**config.mk**
```make
export PLATFORM = sky130hd
export DESIGN_NAME = anim_sequencer
export DESIGN_NICKNAME = d
export VERILOG_FILES = /design/src/rtl/anim_pkg.sv /design/src/rtl/frame_tick_gen.sv /design/src/rtl/anim_sequencer.sv
export SDC_FILE = /design/constraint.sdc
export NUM_CORES = 1
export LEC_CHECK = 0
export ABC_CLOCK_PERIOD_IN_PS = 2800
export CAP_MARGIN = 10
export CORE_ASPECT_RATIO = 1.2
export CORE_MARGIN = 1
export CORE_UTILIZATION = 30
export CTS_CLUSTER_SIZE = 40
export DETAILED_ROUTE_END_ITERATION = 7
export GPL_TIMING_DRIVEN = 0
export HOLD_SLACK_MARGIN = 0.06
export PLACE_DENSITY = 0.48
export SLEW_MARGIN = 20
export SYNTH_ARGS = -nofsm -noshare
export SYNTH_HDL_FRONTEND = slang
export SYNTH_SLANG_ARGS = --single-unit
```
**constraint.sdc**
```tcl
create_clock -name clk -period 2.8 [get_ports clk]
set_input_delay 0.56 -clock clk [delete_from_list [all_inputs] [get_ports clk]]
set_output_delay 0.56 -clock clk [all_outputs]
set_load 0.005 [all_outputs]
```
**src/rtl/anim_pkg.sv**
```systemverilog
// Shared animation identifiers, frame lengths and sequencer state encoding.
package anim_pkg;

   localparam logic [1:0] ANIM_IDLE  = 2'd0;
   localparam logic [1:0] ANIM_EAT   = 2'd1;
   localparam logic [1:0] ANIM_PLAY  = 2'd2;
   localparam logic [1:0] ANIM_SLEEP = 2'd3;

   // Frames per animation, indexed by anim_id; each must lie in 1..2**STEP_W.
   localparam int unsigned ANIM_LEN [4] = '{16, 8, 12, 6};

   typedef enum logic {S_IDLE, S_PLAY} state_e;

   function automatic int unsigned anim_len(input logic [1:0] id);
      return ANIM_LEN[id];
   endfunction

endpackage

```
**src/rtl/frame_tick_gen.sv**
```systemverilog
// Free-running frame divider: one frame_tick pulse every 2**TICK_DIV clock cycles.
module frame_tick_gen #(
   parameter int unsigned TICK_DIV = 24
) (
   input  logic clk,
   input  logic rst,
   output logic frame_tick
);

   logic [TICK_DIV-1:0] cnt;

   always_ff @(posedge clk or negedge rst) begin
      if (!rst) cnt <= '0;
      else      cnt <= cnt + 1'b1;
   end

   assign frame_tick = &cnt;

endmodule

```
**src/rtl/anim_sequencer.sv**
```systemverilog
// Shared frame sequencer: idle loops forever, requested one-shots play once with
// highest-index priority and preemption by higher requests.
module anim_sequencer
   import anim_pkg::*;
#(
   parameter int unsigned TICK_DIV = 24,
   parameter int unsigned N_ANIM   = 4,
   parameter int unsigned STEP_W   = 4
) (
   input  logic              clk,
   input  logic              rst,
   input  logic [N_ANIM-1:0] req,
   input  logic              cancel,
   output logic [1:0]        anim_id,
   output logic [STEP_W-1:0] step,
   output logic              frame_tick,
   output logic [N_ANIM-1:0] ack,
   output logic              done,
   output logic              busy
);

   state_e              state;
   logic [N_ANIM-1:0]   pending;
   logic [1:0]          win;
   logic                any_pend;
   logic [STEP_W-1:0]   last_step;
   logic                tick_ok;
   logic                preempt;
   logic                finish;
   logic                start;

   frame_tick_gen #(
      .TICK_DIV (TICK_DIV)
   ) u_tick (
      .clk        (clk),
      .rst        (rst),
      .frame_tick (frame_tick)
   );

   always_comb begin
      win = '0;
      for (int k = 1; k < N_ANIM; k++) begin
         if (pending[k]) win = 2'(k);
      end
   end

   assign any_pend  = |pending;
   assign last_step = STEP_W'(anim_len(anim_id) - 1);
   // Cancel suppresses every ack/done even when it lands on a frame boundary.
   assign tick_ok   = frame_tick & ~cancel;
   assign preempt   = (state == S_PLAY) && any_pend && (win > anim_id);
   assign finish    = (state == S_PLAY) && !preempt && (step == last_step);
   assign start     = tick_ok && any_pend && ((state == S_IDLE) || preempt || finish);
   assign done      = tick_ok && finish;

   always_comb begin
      ack = '0;
      if (start) ack[win] = 1'b1;
   end

   always_ff @(posedge clk or negedge rst) begin
      if (!rst) begin
         state   <= S_IDLE;
         pending <= '0;
         anim_id <= ANIM_IDLE;
         step    <= '0;
         busy    <= 1'b0;
      end else if (cancel) begin
         state   <= S_IDLE;
         pending <= '0;
         anim_id <= ANIM_IDLE;
         step    <= '0;
         busy    <= 1'b0;
      end else begin
         // A request coinciding with its own ack re-arms the bit.
         pending <= (pending & ~ack) | (req & ~N_ANIM'(1));
         if (frame_tick) begin
            if (start) begin
               state   <= S_PLAY;
               anim_id <= win;
               step    <= '0;
               busy    <= 1'b1;
            end else if (state == S_IDLE) begin
               step <= (step == last_step) ? '0 : step + 1'b1;
            end else if (finish) begin
               state   <= S_IDLE;
               anim_id <= ANIM_IDLE;
               step    <= '0;
               busy    <= 1'b0;
            end else begin
               step <= step + 1'b1;
            end
         end
      end
   end

endmodule

```
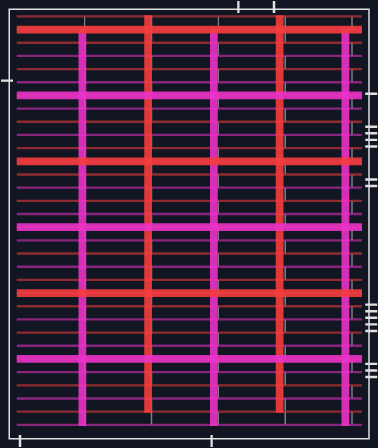
**Above:** PDN straps and rails.
Pins as bars on the die edge. Tap cells in grey.
| colour | net |
|---|---|
| red | VDD |
| magenta | VSS |
signal pins: 20
tap cells: 82
met4 straps: 5
met1 rails: 32
met5 straps: 6

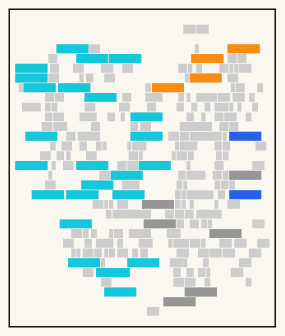
**Above:** sequential cells grouped by signal name.
| colour | name in the netlist | flops |
|---|---|---|
| orange | pending | 4 |
| cyan | u_tick.cnt | 24 |
| blue | anim_id | 2 |
not coloured: 6

==> run_results.csv <==
group,metric,value,unit
status,outcome,"complete, but fails checks",
status,violations,"setup timing",
placed_design,placed_area,2170,µm²
final_layout,layout_top_cell,"dfrtp_1",
final_timing,max_freq,354,MHz
die,fp_util,31.0,%
final_timing,setup_viol,4,
detailed_routing,drt-total-wl,4110,µm
power,leakagePower,0.00111,µW
worst_setup_path,r2r_start,"u_tick.cnt[0]",
global_routing,grt_pass1_vias,1504,
synth,synth_warnings,0,
clock_network,cts-root-buf,"clkbuf_8",
global_routing,grt_pass1_wl,7050,µm
synth,synth-edff-count,0,
clock_network,path_clk_slew,80,ps
detailed_routing,drtIter0Drc,91,
synth,ys_seq_share,48.3,%
detailed_routing,drc_errors,0,
detailed_routing,num_vias,1463,
worst_setup_path,r2r_end,"pending[2]",
final_timing,rsz0062_at_grt,"true",
synth,async_flop_share,100,%
worst_setup_path,worst_path_max_delay_cell,"or3_4",
clock_network,cts_buffer_depth,2,
synth,synth.mux.area_fraction,0.537,%
final_timing,slew_headroom,70.1,%
min_path,hp-class,"primary input to async pin",
detailed_routing,dr.pass1.iters,4,
synth,yosys.area_share.simple,27.4,%
synth,adder_share,2.68,%
placed_design,pre_cts_ws,-615,ps
worst_setup_path,critPathLaunchType,"flip-flop",
final_layout,num_antenna_cells,0,
worst_setup_path,r2r_slack,560,ps
power,power.density,432,nW/µm²
placed_design,gp_congestion,0.728,
synth,yosysUniqueCellTypes,40,
synth,ys_sh_xor,10.8,%
worst_setup_path,rr_worst_depth,7,
worst_setup_path,path_max_fanout,5,
worst_setup_path,worst_path_most_repeated_cell,"or3_4",
synth,top_logic_kind,"simple AND/OR/NAND/NOR gates",
clock_network,cts.sinks,36,
final_timing,holdWs,135,ps
worst_setup_path,cp.buffers_inverters,2,
synth,synthCells,183,
power,ir_drop,0.184,mV
final_timing,worst_slew_pin_slew,448,ps
placed_design,port-buffer-count,18,
synth,synth.net_count,194,
final_layout,stdcell_count,310,
detailed_routing,vias_per_cell,4.72,
detailed_routing,detail-route-antenna-nets,0,
clock_network,ctsHtreeMaxLevel,2,
run,tool_warnings,29,
final_timing,fin_crit_sh,101,%
placed_design,dp.cells,284,
worst_setup_path,cp.arrival,2260,ps
synth,syn_avg_cell_area,10.2,µm²
power,post-layout-total-power,1070,µW
die,die-height,88.4,µm
clock_network,cts_made_buffers,5,
die,chip_area,6530,µm²
worst_setup_path,crit_type,"flip-flop to output port",
global_routing,grt_max_degree,28,
die,core_area,6010,µm²
final_timing,fin_ws,-23.2,ps
die,dieWidth,74.0,µm
synth,ff_type,"dfrtp_1",
worst_setup_path,worstPathCellList,"ha_2 > and4_4 > nand3_4 > or3_4 > buf_6 > or3_4 > nor3_2 > buf_2",
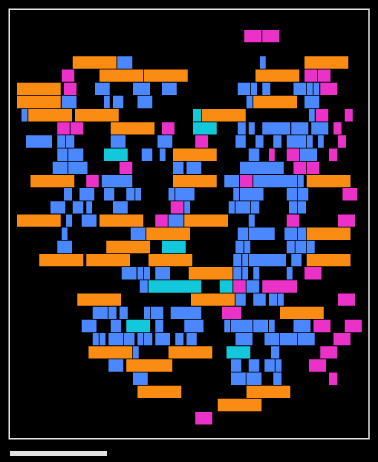
**Above:** cells coloured by class.
The bar under the picture is 20 µm long.
| colour | class | cells | share of their area |
|---|---|---|---|
| orange | flops | 36 | 38% |
| magenta | other buffers and delay cells | 40 | 14% |
| blue | combinational and other logic | 144 | 43% |
| cyan | clock drivers and dummy loads | 8 | 4.7% |

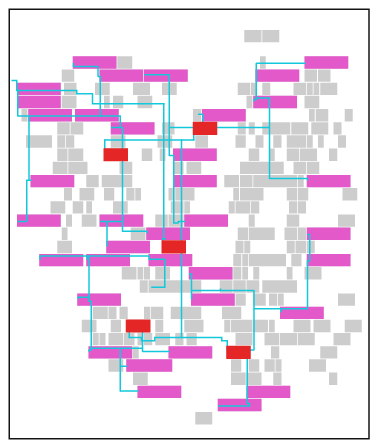
**Above:** routed clock nets over the placement.
[magenta] flip-flops | count: 36
[cyan] clock wires | length: 550 µm
[red] clock drivers | count: 5
flops lie: widely spread

[repair_timing]
| action | in CTS | in global routing |
|---|---|---|
| resized | 30 | 2 |
| setup endpoints to repair | 6 | 6 |
| pin swaps | 9 | 5 |
| setup buffers | 14 | 6 |
[layout make-up]
cell class                      instances  area, µm²
Tap cell                               82        103
Fill cell                             599       3540
Clock inverter                          3       42.5
Buffer                                  2       15.0
Clock buffer                            5       68.8
Multi-Input combinational cell        137       1000
Timing Repair Buffer                   38        317
Inverter                                7       26.3
Sequential cell                        36        902
[worst max path at each step]
stage               endpoint  slack [ps]
floorplan             ack[3]          50
detailed placement    ack[1]        -620
finish                ack[0]         -20
global route          ack[0]        -130
CTS                   ack[2]         -50
global placement      ack[0]        -640
[metal layers]
layer	vias to the layer above	GRT usage [%]	share of wire [%]
met5	-	0	0
met4	0	6.99	2.2
met3	7	3.42	3.6
met2	23	24.5	49
met1	700	16.8	45
li1	733	-	-
[where the power goes]
group	internal [µW]	leakage [µW]	switching, µW
logic	36.5	0.000572	41.9
registers	522	0.000483	3.31
clock network	264	0.0000541	203
total	822	0.00111	248
[synth_stat cells, types with 4 or more instances]
cell type	count	area, µm²
a21oi_1	8	40.0
and4_1	4	35.0
dfrtp_1	36	901
ha_1	4	50.1
inv_1	7	26.3
nand2_1	17	63.8
nand3_1	11	55.1
nor2_1	14	52.6
nor3_1	5	25.0
o21ai_0	4	20.0
xnor2_1	11	96.3
xor2_1	12	105
[flip-flops by register name (all words and copies together), names as in the netlist]
| name | flops |
|---|---|
| busy | 1 |
| step | 4 |
| u_tick.cnt | 24 |
| pending | 4 |
| state | 1 |
| anim_id | 2 |
No activity file was given, so power comes from the tool's default toggle rates.
